==> run_1/pins.png <==
Drawn at 1 px/um. Pins as bars across the die edge, other pins in grey.
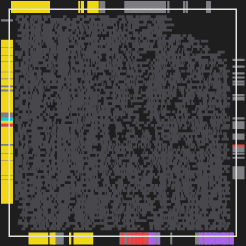
==> run_1/final_clocks.png <==
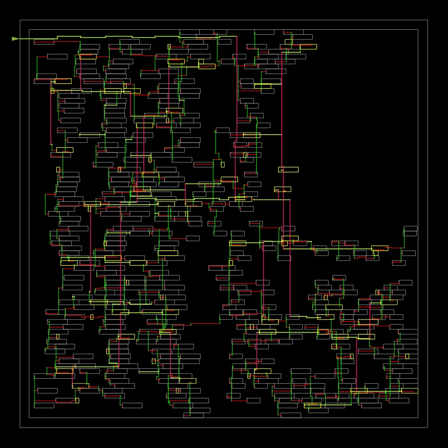
==> run_1/met2.png <==
Drawn at 1.5 px/um.
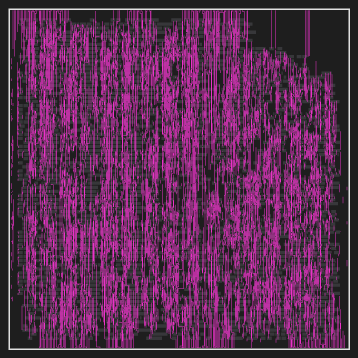
==> run_1/cell_classes.png <==
Drawn at 1.5 px/um. Fill, decap, tap and diode cells in grey.
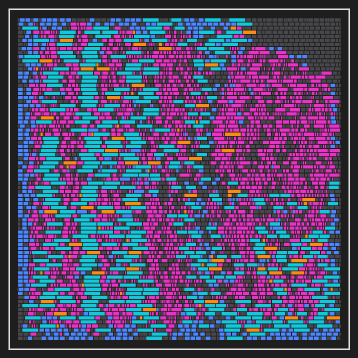
[src/rtl/haar_feature_sequencer.sv]
// Sequences up to three rectangle-sum queries per Haar feature and accumulates the weighted sums.
// Optional HAAR_SEQ_TIMEOUT_EN aborts a feature whose rect sum never arrives within TIMEOUT cycles.
module haar_feature_sequencer #(
    parameter int SUM_WIDTH    = 24,
    parameter int WEIGHT_WIDTH = 4,
    parameter int ACC_WIDTH    = 32,
    parameter int TIMEOUT      = 15
) (
    input  logic                          clk,
    input  logic                          rst_n,
    input  logic                          feat_valid,
    output logic                          feat_ready,
    input  logic [1:0]                    feat_num_rects,
    input  logic [191:0]                  feat_rects,
    input  logic [3*WEIGHT_WIDTH-1:0]     feat_weights,
    input  logic signed [ACC_WIDTH-1:0]   feat_thresh,
    input  logic [15:0]                   win_x,
    input  logic [15:0]                   win_y,
    input  logic                          img_done,
    output logic [15:0]                   query_x1,
    output logic [15:0]                   query_y1,
    output logic [15:0]                   query_x2,
    output logic [15:0]                   query_y2,
    output logic                          query_valid,
    input  logic [SUM_WIDTH-1:0]          rect_sum,
    input  logic                          rect_sum_valid,
    output logic                          res_valid,
    input  logic                          res_ready,
    output logic signed [ACC_WIDTH-1:0]   res_sum,
    output logic                          res_pass,
    output logic                          res_error
);

    typedef enum logic [2:0] {IDLE, WAIT_IMG, ISSUE, WAIT_SUM, RESULT} state_t;

    state_t                        state, next_state;
    logic [1:0]                    idx;
    logic [ACC_WIDTH-1:0]          acc, acc_next;
    logic                          err, err_next;
    logic [1:0]                    num_q;
    logic [191:0]                  rects_q;
    logic [3*WEIGHT_WIDTH-1:0]     weights_q;
    logic signed [ACC_WIDTH-1:0]   thresh_q;
    logic [15:0]                   win_x_q, win_y_q;
    logic                          illegal, accept, issue, capture, last, load_res, timeout_hit;
    logic [63:0]                   rect_chk, cur_rect;
    logic [16:0]                   end_x, end_y;
    logic [ACC_WIDTH-1:0]          w_ext, s_ext;

    // A rect is legal only if ordered and its far corner still fits in 16 bits after the origin offset.
    always_comb begin
        // NOTE: every always_comb output gets a default first, so no path can infer a latch.
        illegal  = (feat_num_rects == 2'd0);
        rect_chk = '0;
        end_x    = '0;
        end_y    = '0;
        for (int i = 0; i < 3; i++) begin
            rect_chk = feat_rects[64*i +: 64];
            end_x    = {1'b0, rect_chk[31:16]} + {1'b0, win_x};
            end_y    = {1'b0, rect_chk[15:0]} + {1'b0, win_y};
            if (i < int'(feat_num_rects)) begin
                if (rect_chk[63:48] > rect_chk[31:16] || rect_chk[47:32] > rect_chk[15:0] ||
                    end_x[16] || end_y[16])
                    illegal = 1'b1;
            end
        end
    end

    assign cur_rect = rects_q[{idx, 6'd0} +: 64];
    assign w_ext    = {{(ACC_WIDTH-WEIGHT_WIDTH){weights_q[idx*WEIGHT_WIDTH + WEIGHT_WIDTH-1]}},
                       weights_q[idx*WEIGHT_WIDTH +: WEIGHT_WIDTH]};
    assign s_ext    = {{(ACC_WIDTH-SUM_WIDTH){1'b0}}, rect_sum};
    assign last     = (idx == num_q - 2'd1);

`ifdef HAAR_SEQ_TIMEOUT_EN
    localparam int CNT_W = $clog2(TIMEOUT + 1);
    logic [CNT_W-1:0] tcnt;

    assign timeout_hit = (state == WAIT_SUM) && !rect_sum_valid && (tcnt == CNT_W'(TIMEOUT - 1));

    always_ff @(posedge clk) begin
        if (!rst_n)                tcnt <= '0;
        else if (issue)            tcnt <= '0;
        else if (state == WAIT_SUM) tcnt <= tcnt + 1'b1;
    end
`else
    assign timeout_hit = 1'b0;
`endif

    // State register
    always_ff @(posedge clk) begin
        // NOTE: sequential state always uses non-blocking assignments.
        if (!rst_n) state <= IDLE;
        else        state <= next_state;
    end

    // Next-state logic
    always_comb begin
        next_state = state;
        case (state)
            IDLE:     if (feat_valid) next_state = illegal ? RESULT : (img_done ? ISSUE : WAIT_IMG);
            WAIT_IMG: if (img_done) next_state = ISSUE;
            ISSUE:    next_state = img_done ? WAIT_SUM : WAIT_IMG;
            WAIT_SUM: if (rect_sum_valid) next_state = last ? RESULT : ISSUE;
                      else if (timeout_hit) next_state = RESULT;
            RESULT:   if (res_valid && res_ready) next_state = IDLE;
            default:  next_state = IDLE;
        endcase
    end

    // Output and datapath strobes
    always_comb begin
        feat_ready = (state == IDLE);
        accept     = feat_ready && feat_valid;
        issue      = (state == ISSUE) && img_done;
        capture    = (state == WAIT_SUM) && rect_sum_valid;
        load_res   = (next_state == RESULT) && (state != RESULT);
        acc_next   = acc;
        err_next   = err;
        if (accept) begin
            acc_next = '0;
            err_next = illegal;
        end else if (capture) begin
            acc_next = acc + w_ext * s_ext;
        end else if (timeout_hit) begin
            err_next = 1'b1;
        end
    end

    // NOTE: the latched feature fields are fully rewritten on accept, so they carry no reset.
    always_ff @(posedge clk) begin
        if (accept) begin
            num_q     <= feat_num_rects;
            rects_q   <= feat_rects;
            weights_q <= feat_weights;
            thresh_q  <= feat_thresh;
            win_x_q   <= win_x;
            win_y_q   <= win_y;
        end
    end

    always_ff @(posedge clk) begin
        if (!rst_n) begin
            idx         <= '0;
            acc         <= '0;
            err         <= 1'b0;
            query_x1    <= '0;
            query_y1    <= '0;
            query_x2    <= '0;
            query_y2    <= '0;
            query_valid <= 1'b0;
            res_valid   <= 1'b0;
            res_sum     <= '0;
            res_pass    <= 1'b0;
            res_error   <= 1'b0;
        end else begin
            acc         <= acc_next;
            err         <= err_next;
            query_valid <= issue;
            if (accept)             idx <= '0;
            else if (capture && !last) idx <= idx + 2'd1;
            if (issue) begin
                query_x1 <= cur_rect[63:48] + win_x_q;
                query_y1 <= cur_rect[47:32] + win_y_q;
                query_x2 <= cur_rect[31:16] + win_x_q;
                query_y2 <= cur_rect[15:0]  + win_y_q;
            end
            // Result fields settle on RESULT entry; res_valid follows one cycle later.
            if (load_res) begin
                res_sum   <= acc_next;
                res_error <= err_next;
                res_pass  <= !err_next && ($signed(acc_next) >= thresh_q);
            end
            res_valid <= (state == RESULT) && !(res_valid && res_ready);
        end
    end

endmodule

[config.mk]
export PLATFORM = sky130hd
export DESIGN_NAME = haar_feature_sequencer
export DESIGN_NICKNAME = d
export VERILOG_FILES = /design/src/rtl/haar_feature_sequencer.sv
export SDC_FILE = /design/constraint.sdc
export NUM_CORES = 1
export LEC_CHECK = 0
export CAP_MARGIN = 30
export CORE_MARGIN = 5
export CORE_UTILIZATION = 60
export CTS_BUF_LIST = sky130_fd_sc_hd__clkbuf_16
export DETAILED_ROUTE_END_ITERATION = 12
export GPL_ROUTABILITY_DRIVEN = 0
export GPL_TIMING_DRIVEN = 0
export HOLD_SLACK_MARGIN = 0.06
export PLACE_DENSITY_LB_ADDON = 0.12
export SETUP_SLACK_MARGIN = 0.1
export SYNTH_ARGS = -nofsm -noshare
export SYNTH_HDL_FRONTEND = slang
export SYNTH_SLANG_ARGS = --single-unit
[constraint.sdc]
create_clock -name clk -period 40 [get_ports clk]
set_input_delay 10 -clock clk [delete_from_list [all_inputs] [get_ports clk]]
set_output_delay 10 -clock clk [all_outputs]
set_load 0.005 [all_outputs]
==> job_summary.md, run 1 <==
### Yosys + OpenROAD results

| Metric | Value |
|---|---|
| Seq pwr | 0.482 mW |
| Gr busiest metal | met2 |
| Final Hold Fails | 0 |
| Cell taking the most area after synthesis | edfxtp_1 |
| Most flop-heavy register | rects_q |
| Final slew viol count | 0 |
| Met3 WL | 6770 um |
| Number of buffers created by CTS | 45 |
| Crit path largest cell delay | 0.72 ns |
| OpenROAD warning count | 26 |
| Antenna Nets Post-Route | 0 |
| Mux frac, synth | 3.449% |
| Top delay family on crit path | AND-OR/OR-AND gates |
| Clk buf depth | 3 |
| Status | complete, no violations |
| Initial antenna violation count | 4 |
| Met3 Usage GRT | 5.304% |
| Clock sink count | 408 |
| Flop area | 10,870 um^2 |
| Top-level port count | 401 |
| Min cycle time layout | 19.11 ns |
| Final Setup Violations | 0 |
| Finished Core Util | 73.94% |
| Worst Hold Class | reg -> reg |
| Top cells excl fill/tap | clkdlybuf4s50_1, ha_1, inv_1 |
| Max IR drop VDD | 44.70 uV |
| Worst path buffer plus inverter count | 3 |
| CTS tree | done |
| Slack of the critical path | 20.89 ns |
| Syn Inst Count | 2,804 |
| Max Cap Violations | 0 |
| Area share of the largest cell type after synthesis | 29.06% |
| DR WL/cell | 22.08 um |
| Reg power frac | 36.5% |
| Die height | 225.6 um |
| Htree depth | 2 |
| Max_slew headroom | 30.28% |
| Pre-CTS setup slack | 20.58 ns |
| Vias in the first global route | 24,090 |
| Combinational power share | 33.5% |
| Chip Area, Yosys | 27,900 um^2 |
| Combinational share of cell area | 45.84% |
| Final non-clock buffer share | 13.05% |
| Worst-margin pin slew | 1.035 ns |
| Yosys aoi share | 13.25% |
| GRT overflow | 0 |
| YS warnings | 0 |
| Signal buffers | 489 |
| Worst Setup End Kind | flip-flop |
| Final Non-Filler Cells | 3,904 |
| WP data required | 40.48 ns |
| DR vias/cell | 6.032 |
| WL met2 | 42,720 um |
| Crit Path Category | in -> reg |
| Synthesized flop and latch total | 408 |
| Crit path max-delay cell type | a2111oi_0 |
| Max FFs per register | 192 |
| Post-synth net total | 3,545 |
| Dominant flop cell | edfxtp_1 |
| Ys async rst share | 0% |
| Root Buffer | clkbuf_16 |
| Core ar. | 46,260 um^2 |
| Met1 Wirelength | 31,610 um |
| Largest net degree at the start of global routing | 44 |
| Unique cell types | 76 |
| Post-CTS Setup Repair Bufs | 0 |
| Core Density at Floorplan | 60.31% |
| Switch share | 33.45% |
| Layout area overhead | 22.60% |
| Post-synthesis cell area | 27,900 um^2 |
| Multi-In Gates | 2,041 |
| Flop count | 408 |
| Leakage power | 14.40 nW |
| Nets | 3,999 |
| P_comb | 0.443 mW |
| Final period utilization | 47.79% |
| Clk tree area frac | 4.075% |
| Setup TNS | 0 ns |
| EDFF count, synth | 270 |
| Post-CTS sizing | 0 |
| DRC viols | 0 |
| Top cell category | multi-input combinational cells |
| Die width | 225.6 um |
| Main area contributors | edfxtp_1, ha_1, dfxtp_1, fa_1, inv_1 |
| Synth Area in Simple Gates | 14.57% |
| Adders+Majority by Area | 21.72% |
## Picture notes: pins.png
Key: feat_num_rects = cyan [pins 2, direction input, edge left]; feat_rects = yellow [pins 192, direction input, edge 96 left, 52 top, 44 bottom]; feat_thresh = purple [pins 32, direction input, edge bottom]; query_y1 = red [pins 16, direction output, edge 14 bottom, 1 right, 1 left]
All pins by edge: 136 bottom, 121 left, 109 top, 35 right.

## Picture notes: final_clocks.png
P_clk: 0.397 mW
Clock Buffer Count: 45
Fin Clk Skew: 0.02956 ns
Late-Pin Clk Latency: 0.59 ns

## Picture notes: met2.png
The layer holds 50% of the routed length. The wires run mostly vertical.
met2 Use GR: 57.86%
Via Count: 23,550
drt total wl: 86,200 um

## Picture notes: cell_classes.png
Key: flip-flops = cyan [cells 408, share of their area 33%]; clock drivers and dummy loads = orange [cells 82, share of their area 4.2%]; other buffers and delay cells = blue [cells 489, share of their area 13%]; all other logic = magenta [cells 2,314, share of their area 50%]
final instance area: 34,200 um^2
Seq area share: 31.78%
Core Rows: 79

-- run 1: final timing paths --
kind,from,end,slack [ns],cells after the start
max,rect_sum[5],res_pass$_SDFFE_PN0P_,20.89,37
min,res_sum[0]$_SDFFE_PN0P_,res_sum[0]$_SDFFE_PN0P_,0.46,2
min reg2reg,res_sum[0]$_SDFFE_PN0P_,res_sum[0]$_SDFFE_PN0P_,0.46,2
max reg2reg,idx[1]$_SDFFE_PP0P_,res_pass$_SDFFE_PN0P_,28.19,41
-- run 1: cell usage after synthesis, drive strengths merged (3+ instances only) --
cell type / n
nand2: 267
a221oi: 5
xnor2: 65
and2: 143
o21ba: 3
or3: 19
nor3: 45
fa: 72
nor2: 133
nand2b: 20
a2111oi: 5
mux2i: 95
nand3: 48
nand4: 48
and3: 20
a31o: 5
a21oi: 149
dfxtp: 138
and4: 3
ha: 369
a21boi: 26
o211a: 5
buf: 11
or2: 4
o21ai: 183
a211oi: 30
nand3b: 10
a31oi: 19
a32o: 5
a21o: 55
o2111a: 4
o221ai: 5
o31ai: 13
edfxtp: 270
o2111ai: 7
clkbuf: 71
xor2: 35
a22oi: 4
nor2b: 48
o211ai: 19
o21bai: 9
nor4: 7
inv: 273
o21a: 16
-- run 1: stage by stage --
| step | hold slack [ns] | cell area, um^2 | power (mW) |
|---|---|---|---|
| floorplan | 0.4472 | 27900 | 0.7956 |
| global placement | 0.4446 | 32650 | 0.9168 |
| detailed placement | 0.4483 | 32800 | 0.9262 |
| CTS | 0.4582 | 34190 | 1.319 |
| global route | 0.4817 | 34200 | 1.386 |
| finish | 0.4581 | 34200 | 1.322 |
==> run_1/clock_map.png <==
Drawn at 2 px/um.
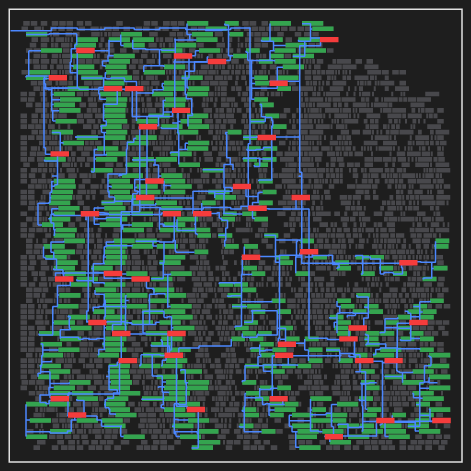

==> run 2, diff against run 1 <==
Settings changed: CORE_UTILIZATION 60 to 51.
Clock period 40 ns to 15.6 ns, I/O delays scaled along.
==> run_2/clock_map.png <==
Drawn at 2 px/um.
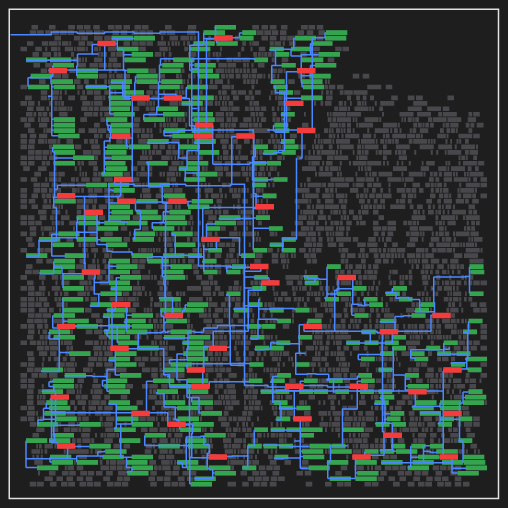
Key: cells driving clock nets = red [count 47]; clock wires = blue [length 5,600 um]; flip-flops = green [count 408]
Position of the flops: spread over the die.
P_clk: 1.08 mW
Fin Clk Skew: 0.03290 ns
clock share of power: 31.3%

==> job_summary.md, run 2 <==
### Yosys + OpenROAD results

| Metric | Value |
|---|---|
| DPL Wire Length | 72,480 um |
| Seq share, synth | 38.97% |
| WP data required | 16.09 ns (-24.39 ns) |
| Commonest cells post-synth | ha_1, inv_1, edfxtp_1, nand2_1, o21ai_0 |
| Nets | 4,002 (+0.075%) |
| Core Density at Floorplan | 51.64% (-8.7 points) |
| Root Buffer | clkbuf_16 |
| Ys async rst share | 0% (unchanged) |
| Top cells excl fill/tap | clkdlybuf4s50_1, ha_1, inv_1 |
| Status | complete, no violations |
| Largest net degree at the start of global routing | 46 (+4.5%) |
| Worst Hold Class | reg -> reg |
| DRC viols | 0 (unchanged) |
| Drt total wl | 87,190 um (+1.1%) |
| Min cycle time layout | 12.93 ns |
| Syn Inst Count | 2,804 (unchanged) |
| Unique cell types | 76 (unchanged) |
| Worst path buffer plus inverter count | 2 (-1) |
| EDFF count, synth | 270 (unchanged) |
| Most flop-heavy register | rects_q |
| Top-level port count | 401 (unchanged) |
| Met1 Wirelength | 33,000 um (+4.4%) |
| Gr busiest metal | met2 |
| Final Non-Filler Cells | 3,997 (+2.4%) |
| Clock sink count | 408 (unchanged) |
| WL met2 | 44,260 um (+3.6%) |
| Layout area overhead | 23.36% |
| Reg power frac | 35.9% (-0.6 points) |
| Synthesized flop and latch total | 408 (unchanged) |
| Via Count | 22,980 (-2.4%) |
| Dominant power group | sequential cells |
| Max IR drop VDD | 69.04 uV (+54%) |
| Fraction of layout cells with a size suffix above 1 | 3.277% |
| Met2 Use GR | 50.68% (-7.2 points) |
| Post-synthesis cell area | 27,900 um^2 (unchanged) |
| YS warnings | 0 (unchanged) |
| Seq pwr | 1.24 mW (+160%) |
| Late-Pin Clk Latency | 0.59 ns (about the same) |
| Number of buffers created by CTS | 47 (+4.4%) |
| OpenROAD warning count | 26 (unchanged) |
| Htree depth | 2 (unchanged) |
| Final period utilization | 82.86% |
| Most common cell in the netlist | ha_1 |
| Post-synth net total | 3,545 (unchanged) |
| Antenna Nets Post-Route | 0 (unchanged) |
| Crit Path Category | in -> reg |
| Die width | 243.9 um (+8.1%) |
| Dominant flop cell | edfxtp_1 |
| Clk buf depth | 3 (unchanged) |
| Max_slew headroom | 37.13% (+6.9 points) |
| Worst-margin pin slew | 0.9430 ns (-0.09194 ns) |
| Pwr/cell area | 100.0 nW/um^2 |
| Crit path largest cell delay | 0.73 ns (about the same) |
| Chip Area, Yosys | 27,900 um^2 (unchanged) |
| Setup TNS | 0 ns (unchanged) |
| Switch share | 32.72% (-0.73 points) |
| Die height | 243.9 um (+8.1%) |
| Post-CTS Setup Repair Bufs | 0 (unchanged) |
| Core ar. | 54,030 um^2 (+17%) |
| Main area contributors | edfxtp_1, ha_1, dfxtp_1, fa_1, inv_1 |
| Met3 WL | 6133 um (-9.4%) |
| GRT overflow | 0 (unchanged) |
| Post-CTS sizing | 0 (unchanged) |
| CTS tree | done |
| Top delay family on crit path | AND-OR/OR-AND gates |
| Initial antenna violation count | 6 (+2) |
| Max Cap Violations | 0 (unchanged) |
| Startpoint types | input port |
| DR vias/cell | 5.748 (-4.7%) |
| Core Rows | 85 (+7.6%) |
| Final Setup Violations | 0 (unchanged) |
| Vias in the first global route | 23,160 (-3.9%) |
| Worst Setup End Kind | flip-flop |
| P_comb | 1.13 mW (+160%) |
| Max FFs per register | 192 (unchanged) |
| Clock-pin slew of the registers on the worst-case setup and hold paths | 0.05 ns |
| Final Hold Fails | 0 (unchanged) |
| Leakage power | 14.47 nW (+0.45%) |
| Combinational power share | 32.7% (-0.8 points) |
| Crit path max-delay cell type | a2111oi_0 |
| Area share of the largest cell type after synthesis | 29.06% (unchanged) |
| Cell taking the most area after synthesis | edfxtp_1 |
| Met3 Usage GRT | 5.085% (-0.22 points) |
| Final slew viol count | 0 (unchanged) |
| DR WL/cell | 21.81 um (-1.2%) |
| Most numerous logic cell after layout | clkdlybuf4s50_1 |
## run 2: logic make-up (layout without fill, tap and decap cells)
logic type	after synthesis	count (layout)	synth area share, %
AND/OR/NAND/NOR	821	821	14.57
AND-OR/OR-AND	582	582	13.25
flip-flops	408	408	38.97
XOR/XNOR	101	101	3.220
buffers and inverters	355	847	4.826
adder cells (fa/ha/maj)	441	441	21.72
other	0	5	0
multiplexers	96	96	3.449
## run 2: worst paths after layout
kind                           start                 endpoint  slack, ns  cells after the start
max                      rect_sum[0]    res_pass$_SDFFE_PN0P_       2.67                     36
min          res_sum[0]$_SDFFE_PN0P_  res_sum[0]$_SDFFE_PN0P_       0.45                      2
max reg2reg      idx[1]$_SDFFE_PP0P_    res_pass$_SDFFE_PN0P_       4.04                     42
min reg2reg  res_sum[0]$_SDFFE_PN0P_  res_sum[0]$_SDFFE_PN0P_       0.45                      2
## run 2: per-stage QoR
step | setup WS [ns] | power, mW | utilization (%) | instance area, um^2 | hold WS [ns]
5_1_grt | 2.118 | 3.621 | 63.70 | 34410 | 0.4804
3_5_place_dp | 2.325 | 2.374 | 60.92 | 32920 | 0.4451
3_3_place_gp | -4.096 | 2.361 | 60.64 | 32760 | 0.4441
4_1_cts | 2.888 | 3.449 | 63.67 | 34400 | 0.4539
6_report | 2.674 | 3.442 | 63.70 | 34410 | 0.4502
2_1_floorplan | 1.227 | 2.040 | - | 27900 | 0.4472
## run 2: area by class of cell
class                      count  area (um^2)
fill                        4337        19610
multi-input combinational   2041        15680
sequential                   408        10870
timing repair buffer         408         4146
clock buffer                  48         1201
inverter                     273         1025
tap                          696        870.8
buffer                        82        322.8
clock inverter                36        284.0
antenna                        5        12.51
Power and IR drop assume default switching activity.
